$ cat src/rtl/ppa_sklansky_sub_pipe_pkg.sv
// Shared constants for the pipelined Sklansky subtractor: default width and stage-occupancy encoding.
// Package only: no latency, no handshake.
// Imported by the pipeline top and the prefix tree.
package ppa_sklansky_sub_pipe_pkg;

    localparam int WIDTH_DEF = 49;

    typedef enum logic {
        STG_EMPTY = 1'b0,
        STG_FULL  = 1'b1
    } stg_t;

    function automatic logic stg_is_full(input stg_t st);
        return st == STG_FULL;
    endfunction

endpackage

$ cat src/rtl/sklansky_gp_tree.sv
// Sklansky parallel-prefix tree: maps per-bit p/g to group P/G spanning [i:0] for every bit i.
// Latency: purely combinational, log2(width) levels.
// Backpressure: none (no state).
module sklansky_gp_tree
    import ppa_sklansky_sub_pipe_pkg::*;
#(
    parameter int width = WIDTH_DEF
) (
    input  logic [width-1:0] p,
    input  logic [width-1:0] g,
    output logic [width-1:0] P,
    output logic [width-1:0] G
);

    localparam int LEVELS = (width > 1) ? $clog2(width) : 1;

    for (genvar l = 0; l < LEVELS; l++) begin : lvl
        logic [width-1:0] p_in;
        logic [width-1:0] g_in;
        logic [width-1:0] p_out;
        logic [width-1:0] g_out;

        if (l == 0) begin : g_first
            assign p_in = p;
            assign g_in = g;
        end else begin : g_next
            assign p_in = lvl[l-1].p_out;
            assign g_in = lvl[l-1].g_out;
        end

        for (genvar i = 0; i < width; i++) begin : bitn
            // Bits in the upper half of each 2^(l+1) block absorb the top of the lower half.
            if (((i >> l) & 1) == 1) begin : g_comb
                localparam int J = ((i >> l) << l) - 1;
                assign p_out[i] = p_in[i] & p_in[J];
                assign g_out[i] = g_in[i] | (p_in[i] & g_in[J]);
            end else begin : g_pass
                assign p_out[i] = p_in[i];
                assign g_out[i] = g_in[i];
            end
        end
    end

    assign P = lvl[LEVELS-1].p_out;
    assign G = lvl[LEVELS-1].g_out;

endmodule

$ cat src/rtl/ppa_sklansky_sub_pipe.sv
// Two-stage pipelined subtractor D = A - B - bin with borrow, signed overflow and zero flags.
// Latency: 2 cycles from input acceptance to out_valid; 1 beat/cycle sustained.
// Backpressure: valid/ready; a stage loads only when empty or draining, in_ready drops when both stages are stuck.
module ppa_sklansky_sub_pipe
    import ppa_sklansky_sub_pipe_pkg::*;
#(
    parameter int width = WIDTH_DEF
) (
    input  logic             clk,
    input  logic             rst,
    input  logic             in_valid,
    output logic             in_ready,
    input  logic [width-1:0] A,
    input  logic [width-1:0] B,
    input  logic             bin,
    output logic             out_valid,
    input  logic             out_ready,
    output logic [width-1:0] D,
    output logic             bout,
    output logic             ovf,
    output logic             zero
);

    logic [width-1:0] p_in;
    logic [width-1:0] g_in;
    logic [width-1:0] p_grp;
    logic [width-1:0] g_grp;

    // Subtraction as A + ~B + ~bin.
    assign p_in = A ^ ~B;
    assign g_in = A & ~B;

    sklansky_gp_tree #(.width(width)) u_tree (
        .p (p_in),
        .g (g_in),
        .P (p_grp),
        .G (g_grp)
    );

    stg_t             s1_st;
    stg_t             s2_st;
    logic [width-1:0] s1_p;
    logic [width-1:0] s1_P;
    logic [width-1:0] s1_G;
    logic             s1_c0;

    logic             s1_vld;
    logic             s2_vld;
    logic             s2_load;
    logic             in_fire;

    assign s1_vld    = stg_is_full(s1_st);
    assign s2_vld    = stg_is_full(s2_st);
    assign s2_load   = s1_vld && (!s2_vld || out_ready);
    assign in_ready  = !rst && (!s1_vld || s2_load);
    assign in_fire   = in_valid && in_ready;
    assign out_valid = s2_vld;

    logic [width:0]   carry;
    logic [width-1:0] d_nxt;

    assign carry[0]       = s1_c0;
    assign carry[width:1] = s1_G | (s1_P & {width{s1_c0}});
    assign d_nxt          = s1_p ^ carry[width-1:0];

    always_ff @(posedge clk) begin
        if (rst) begin
            s1_st <= STG_EMPTY;
            s1_p  <= '0;
            s1_P  <= '0;
            s1_G  <= '0;
            s1_c0 <= 1'b0;
        end else if (in_fire) begin
            s1_st <= STG_FULL;
            s1_p  <= p_in;
            s1_P  <= p_grp;
            s1_G  <= g_grp;
            s1_c0 <= ~bin;
        end else if (s2_load) begin
            s1_st <= STG_EMPTY;
        end
    end

    always_ff @(posedge clk) begin
        if (rst) begin
            s2_st <= STG_EMPTY;
            D     <= '0;
            bout  <= 1'b0;
            ovf   <= 1'b0;
            zero  <= 1'b0;
        end else if (s2_load) begin
            s2_st <= STG_FULL;
            D     <= d_nxt;
            bout  <= ~carry[width];
            ovf   <= carry[width] ^ carry[width-1];
            zero  <= ~|d_nxt;
        end else if (out_ready) begin
            s2_st <= STG_EMPTY;
        end
    end

endmodule

$ cat config.mk
export PLATFORM = sky130hd
export DESIGN_NAME = ppa_sklansky_sub_pipe
export DESIGN_NICKNAME = d
export VERILOG_FILES = /design/src/rtl/ppa_sklansky_sub_pipe_pkg.sv /design/src/rtl/sklansky_gp_tree.sv /design/src/rtl/ppa_sklansky_sub_pipe.sv
export SDC_FILE = /design/constraint.sdc
export NUM_CORES = 1
export LEC_CHECK = 0
export ABC_CLOCK_PERIOD_IN_PS = 5750
export CAP_MARGIN = 30
export CELL_PAD_IN_SITES_DETAIL_PLACEMENT = 0
export CELL_PAD_IN_SITES_GLOBAL_PLACEMENT = 1
export CORE_MARGIN = 2
export CORE_UTILIZATION = 31
export DETAILED_ROUTE_END_ITERATION = 10
export PLACE_DENSITY_LB_ADDON = 0.15
export SYNTH_ARGS = -nofsm -noshare
export SYNTH_HDL_FRONTEND = slang
export SYNTH_SLANG_ARGS = --single-unit
$ cat constraint.sdc
create_clock -name clk -period 5.75 [get_ports clk]
set_input_delay 0.575 -clock clk [delete_from_list [all_inputs] [get_ports clk]]
set_output_delay 0.575 -clock clk [all_outputs]
set_load 0.02 [all_outputs]
==> results.py, run 1 <==
# Metrics from the implementation run
metrics = {
    "global_routing": {
        "grt_pass1_wl_um": 48400,
        "grt_pass1_vias": 8422,
        "antenna_found_initial": 0,
    },
    "cells_and_area": {
        "n_antenna_cell": 0,
        "layout-drive-gt1-share_pct": 4.77,
    },
    "pwr": {
        "p_per_area_mw_per_mm2": 300,
    },
    "cts": {
        "cts_resized": 0,
        "post_cts_buffers": 0,
        "cts_hold_buf": 0,
        "cts_buffers": 24,
        "clock_sinks": 201,
        "clock_latency_ps": 510,
        "clk_pin_slew_worst_paths_ps": 50,
    },
    "worst_setup_path": {
        "path_class": "in2reg",
        "cp_common_cell": "buf_4",
        "worstPathArrival_ps": 3610,
        "cp_cell_sequence": "buf_4 > inv_2 > nand3_4 > buf_4 > buf_4 > nor3_1 > and3_1 > a32oi_1 > nor2_1",
        "crit_required_ps": 6120,
        "crit_slowest_cell": "buf_4",
    },
    "yosys": {
        "ys_seq_share_pct": 41.6,
        "yosysWarnings": 0,
        "numSynthFlops": 201,
        "ys_sh_xor_pct": 4.34,
        "syn-num-nets": 1382,
        "ys_cells": 1229,
        "edf_count": 0,
        "postSynth.asyncResetShare_pct": 0,
    },
    "final_timing": {
        "max_slew_margin_pct": 36.8,
        "rsz0062_at_grt": "false",
        "period_needed_ps": 3240,
        "period_used_pct": 56.3,
    },
    "floorplanning": {
        "fp_util_pct": 31.6,
    },
    "worst_hold_path": {
        "min_path_type": "reg2reg",
    },
    "flow_run": {
        "warnings": 26,
    },
    "drt": {
        "drtAntennaViolNets": 0,
    },
    "run_status": {
        "status": "finished clean",
    },
    "place": {
        "hpwl_um": 22300,
    },
}
==> run 1: flip-flops by register name (all words and copies together), names as in the netlist, 48 cells and up <==
| signal | count |
|---|---|
| s1_G | 49 |
| s1_p | 49 |
| s1_P | 48 |
| D | 49 |
==> run 1: per-layer routing <==
metal / global-route usage, % / part of all wire (%) / vias to the layer above
li1: - / - / 4491
met1: 27.7 / 49 / 4167
met2: 27.3 / 42 / 253
met3: 3.10 / 6.1 / 42
met4: 5.13 / 2.5 / 0
met5: 0 / 0 / -
==> run 1: area by class of cell <==
type                            count  area, µm²  share of cell area [%]
Clock buffer                       41        756                    6.16
Clock inverter                      2       35.0                   0.285
Inverter                           60        225                    1.83
Multi-Input combinational cell    895       5120                    41.7
Sequential cell                   201       4020                    32.8
Tap cell                          396        495                    4.04
Timing Repair Buffer              164       1620                    13.2
==> run 1: cell usage in the layout, fill, tap and decap left out, drive strengths merged, types with 3 or more instances in the layout <==
cell type,Yosys,final
o31ai,11,11
nand4,11,11
o211ai,4,4
a221oi,7,7
nor3,14,14
buf,29,9
a211oi,5,5
nor4,12,12
and3,10,10
ha,50,50
and2,7,7
clkbuf,44,41
nor2b,10,10
a22o,3,3
o21ai,74,74
dfxtp,201,201
nor2,89,89
a21o,6,6
a32oi,14,14
xnor2,48,48
a31oi,6,6
clkdlybuf4s50,0,155
a21oi,174,174
o21a,3,3
nand2,251,251
nand2b,3,3
inv,60,60
nand3,24,24
o22ai,9,9
a22oi,22,22
==> run 1: through the flow <==
step                utilization, %  power (mW)  instances  setup WS (ps)  instance area (µm²)
floorplan                        -        1.92       1229           3410                 9680
global placement              37.5        2.20       1716           2000                11500
detailed placement            37.5        2.20       1716           1950                11500
CTS                           40.0        3.72       1759           2510                12300
global route                  40.0        3.85       1759           2270                12300
finish                        40.0        3.68       1759           2510                12300
==> run 1: cell families after synthesis <==
logic type / Yosys count
AOI/OAI and AO/OA: 355
xor gates and xnor gates: 48
adders and majority gates: 50
buffers and inverters: 133
DFF: 201
muxes: 1
and+or+nand+nor: 441
==> run 1: final timing paths <==
kind / startpoint / endpoint / slack (ps) / cells past startpoint
hold / removal: s1_G[2] / s1_G[2] / 450 / 2
setup / recovery: rst / s1_P[13] / 2510 / 9
hold reg to reg: s1_G[2] / s1_G[2] / 450 / 2
setup reg to reg: s1_st / s1_P[13] / 2910 / 8
==> run 1: where the power goes <==
part	switching, mW	internal (mW)
Combinational	0.399	0.257
Sequential	0.0455	1.47
Clock	0.582	0.929
==> run 1: worst max-delay path, delay by kind of cell <==
family,cells,cell delay (ps)
buffers and inverters,4,2030
and+or+nand+nor,4,720
AOI/OAI and AO/OA,1,200
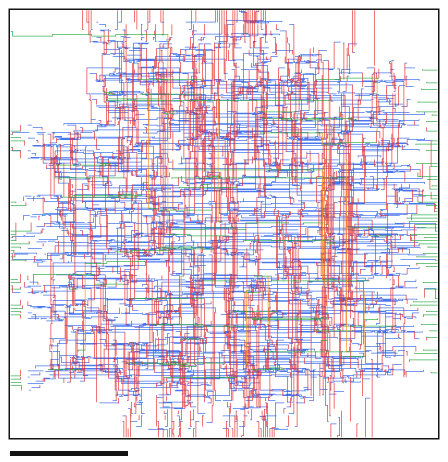
Run 1: wiring by layer
The bar under the picture is 50 µm long.
Key: M1 = blue [wire length 15300 µm]; M3 = green [wire length 1890 µm]; M4 = orange [wire length 765 µm]; M2 = red [wire length 13100 µm]
GRT Total Usage: 18.5%
WL per Instance: 17.6 µm
Via Count: 8953
Total Routed Length: 31000 µm

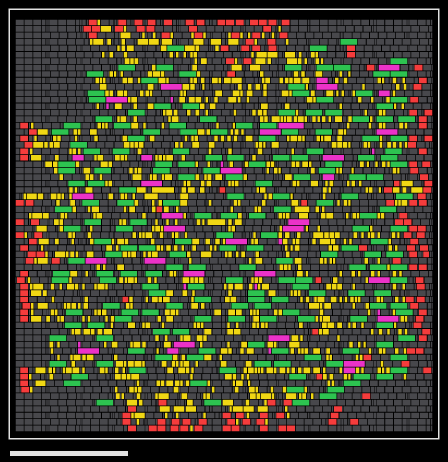
Run 1: placement by cell class
The bar under the picture is 50 µm long. Fill, decap, tap and diode cells in grey.
Key: remaining buffers and delay cells = red [cells 164]; clock drivers and dummy loads = magenta [cells 43]; remaining logic cells = yellow [cells 955]; registers = green [cells 201]
row count: 64
post-route cell area: 0.0123 mm²
final core occ: 40.0%

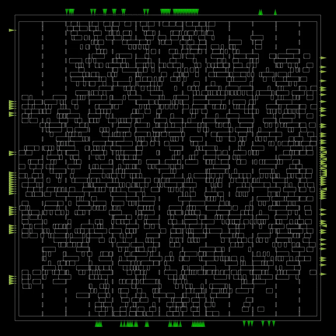
Run 1: cell placement
flop share of the area: 32.8%
Layout fillers: 3183
core footprint: 0.0307 mm²
Final Non-Filler Cells: 1759
Flop Count: 201

## Run 2: what changed since run 1
- ABC_CLOCK_PERIOD_IN_PS: 5750 -> 3000
- clock period: 5.75 -> 3 ns (I/O delays scaled with it)
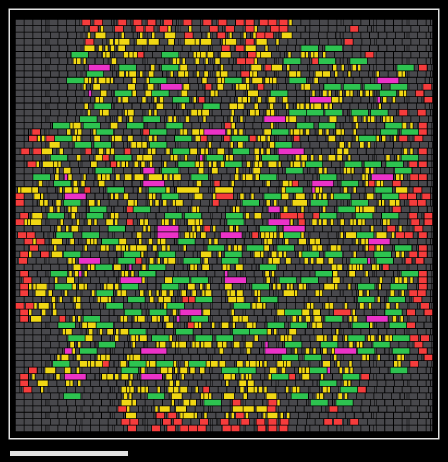
Run 2: placement by cell class
The bar under the picture is 50 µm long. Fill, decap, tap and diode cells in grey.
Key: remaining buffers and delay cells = red [cells 197]; clock drivers and dummy loads = magenta [cells 42]; remaining logic cells = yellow [cells 955]; registers = green [cells 201]

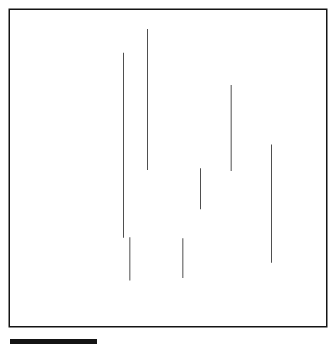
Run 2: signal wires on met4
The bar under the picture is 50 µm long.
The longest straight run is 105 µm. The layer holds 1.2% of the routed length. The wires run mostly vertical.
Total Routed Length: 31900 µm
Via Count: 9026

==> results.py, run 2 <==
# Metrics from the implementation run
metrics = {
    "worst_setup_path": {
        "critical_path_buf_inv_count": 3,
        "r2r_slack_ps": 880,
        "crit_start": "B[1]",
        "r2r_end": "zero",
        "path_class": "in2reg",
        "max_stage_delay_ps": 450,
        "crit_family": "AND-OR/OR-AND gates",
        "cp-start-kind": "primary input",
        "crit_end": "s1_G[33]",
        "cp_cell_sequence": "clkdlybuf4s50_1 > inv_1 > ha_1 > a21oi_2 > o21ai_1 > a311oi_4 > nand2_2 > a22oi_4 > buf_12 > o22ai_1",
        "path_max_fanout": 17,
        "r2r_cells": 6,
        "crit_required_ps": 3350,
        "cp.depth": 10,
        "r2r-start": "s1_c0",
        "worstPathArrival_ps": 2640,
        "crit_slowest_cell": "clkdlybuf4s50_1",
        "end_kind": "flip-flop",
    },
    "final_timing": {
        "finalSetupViolCount": 0,
        "period_needed_ps": 2300,
        "rsz0062_at_grt": "false",
        "fin_worst_skew_ps": 7.60,
        "tightest_slew_ps": 1010,
        "fin_ws_ps": 703,
        "period_used_pct": 76.6,
        "max_slew_margin_pct": 32.8,
        "fin_tns_setup_ps": 0,
        "final-hold-violation-count": 0,
    },
    "pwr": {
        "p_per_area_mw_per_mm2": 566,
        "p_total_mw": 7.10,
        "ir_drop_uv": 426,
        "p_leak_nw": 4.71,
    },
    "yosys": {
        "ys_seq_share_pct": 41.6,
        "top_area_cell": "dfxtp_1",
        "yosysChipArea_mm2": 0.00968,
        "syn_inst": 1229,
        "ys_cells": 1229,
        "common_cells": "nand2_1 (250), dfxtp_1 (201), a21oi_1 (172)",
        "yosys_most_used_dff": "dfxtp_1",
        "synth.most_common_cell": "nand2_1",
        "postSynth.asyncResetShare_pct": 0,
        "edf_count": 0,
        "top_cell_area_share_pct": 41.6,
        "yosysWarnings": 0,
        "syn-num-nets": 1382,
        "numSynthFlops": 201,
    },
    "worst_hold_path": {
        "min_path_type": "in2reg",
    },
    "floorplanning": {
        "fp-row-count": 64,
        "fp_util_pct": 31.6,
        "die_h_um": 181,
        "design.core.area_mm2": 0.0307,
        "ioPinCount": 157,
        "dieArea_mm2": 0.0327,
    },
    "drt": {
        "via_per_inst": 5.04,
        "dr.pass1.iters": 5,
        "drtAntennaViolNets": 0,
        "drc": 0,
        "wl_per_cell_um": 17.8,
    },
    "global_routing": {
        "antenna_found_initial": 0,
        "grt_max_degree": 87,
        "grt_pass1_vias": 8486,
        "grt_usage_pct": 19.0,
        "grt_pass1_wl_um": 49500,
    },
    "place": {
        "dp_slack_ps": 161,
        "hpwl_um": 23100,
        "place_congestion": 0.852,
        "place_inst": 1749,
        "io_buffers": 156,
    },
    "cts": {
        "cts_resized": 0,
        "clk_pin_slew_worst_paths_ps": 60,
        "cts_hold_buf": 0,
        "cts_tree": "yes",
        "h-tree-depth": 1,
        "cts_buffers": 24,
        "clockRootBuffer": "clkbuf_16",
        "clock_latency_ps": 510,
        "post_cts_buffers": 0,
        "clock_sinks": 201,
    },
    "cells_and_area": {
        "final_cell_mix": "nand2_1 (250), dfxtp_1 (201), a21oi_1 (172)",
        "instances_no_fill": 1791,
        "lay_top_count": "nand2_1",
        "reg_top3": "D: 49 flops, s1_G: 49 flops, s1_p: 49 flops",
        "n_antenna_cell": 0,
        "layout-drive-gt1-share_pct": 6.74,
    },
    "flow_run": {
        "warnings": 26,
        "cap_violations": 0,
    },
    "run_status": {
        "status": "finished clean",
    },
}
-- run 2: cell counts after synthesis --
Identical to the previous run, type by type.
-- run 2: kinds of logic after synthesis --
kind of cell               Yosys count  synth area share (%)
and+or+nand+nor                    441                  19.9
AOI/OAI and AO/OA                  355                  21.9
DFF                                201                  41.6
buffers and inverters              133                  5.71
adders and majority gates           50                  6.46
xor gates and xnor gates            48                  4.34
muxes                                1                 0.103
-- run 2: where the power goes --
group          internal, mW  total [mW]  switching, mW
Combinational         0.533        1.31          0.781
Clock                  1.75        2.88           1.13
Sequential             2.81        2.90         0.0858
-- run 2: how the worst min path moves through the flow --
stage               startpoint         to  slack, ps  cells past startpoint
floorplan                  bin      s1_c0        420                      1
global placement      s1_p[28]   s1_p[28]        440                      2
detailed placement    s1_p[28]   s1_p[28]        450                      2
CTS                        rst  out_valid        170                      2
global route               rst  out_valid        180                      2
finish                     rst  out_valid        180                      2
-- run 2: metrics by stage --
step	hold slack, ps	util (%)	area (µm²)
5_1_grt	180	40.9	12500
2_1_floorplan	415	-	9680
6_report	176	40.9	12500
4_1_cts	166	40.9	12500
3_3_place_gp	442	38.4	11800
3_5_place_dp	446	38.4	11800
-- run 2: cell type report --
| cell class | count | area, µm² |
|---|---|---|
| well taps | 396 | 495 |
| multi-input cells | 895 | 5120 |
| clock inverters | 3 | 68.8 |
| fillers | 3213 | 18100 |
| flip-flops and latches | 201 | 4020 |
| clock buffers | 39 | 698 |
| inverters | 60 | 225 |
| repair buffers | 197 | 1900 |
-- run 2: per-layer routing --
metal	GRT usage, %	vias to the layer above	wire length, µm
li1	-	4548	-
met1	29.5	4212	16500
met5	0	-	0
met2	28.1	243	13500
met3	2.64	23	1570
met4	2.68	0	371
-- run 2: worst reg2reg max path, stage by stage, from the launching register on --
cell     delay [ps]
dfxtp_1         350
buf_12          290
ha_1            340
or4_1           540
nor4_1          180
nand4_1         130
o31ai_1         210
No activity file was given, so power comes from the tool's default toggle rates.
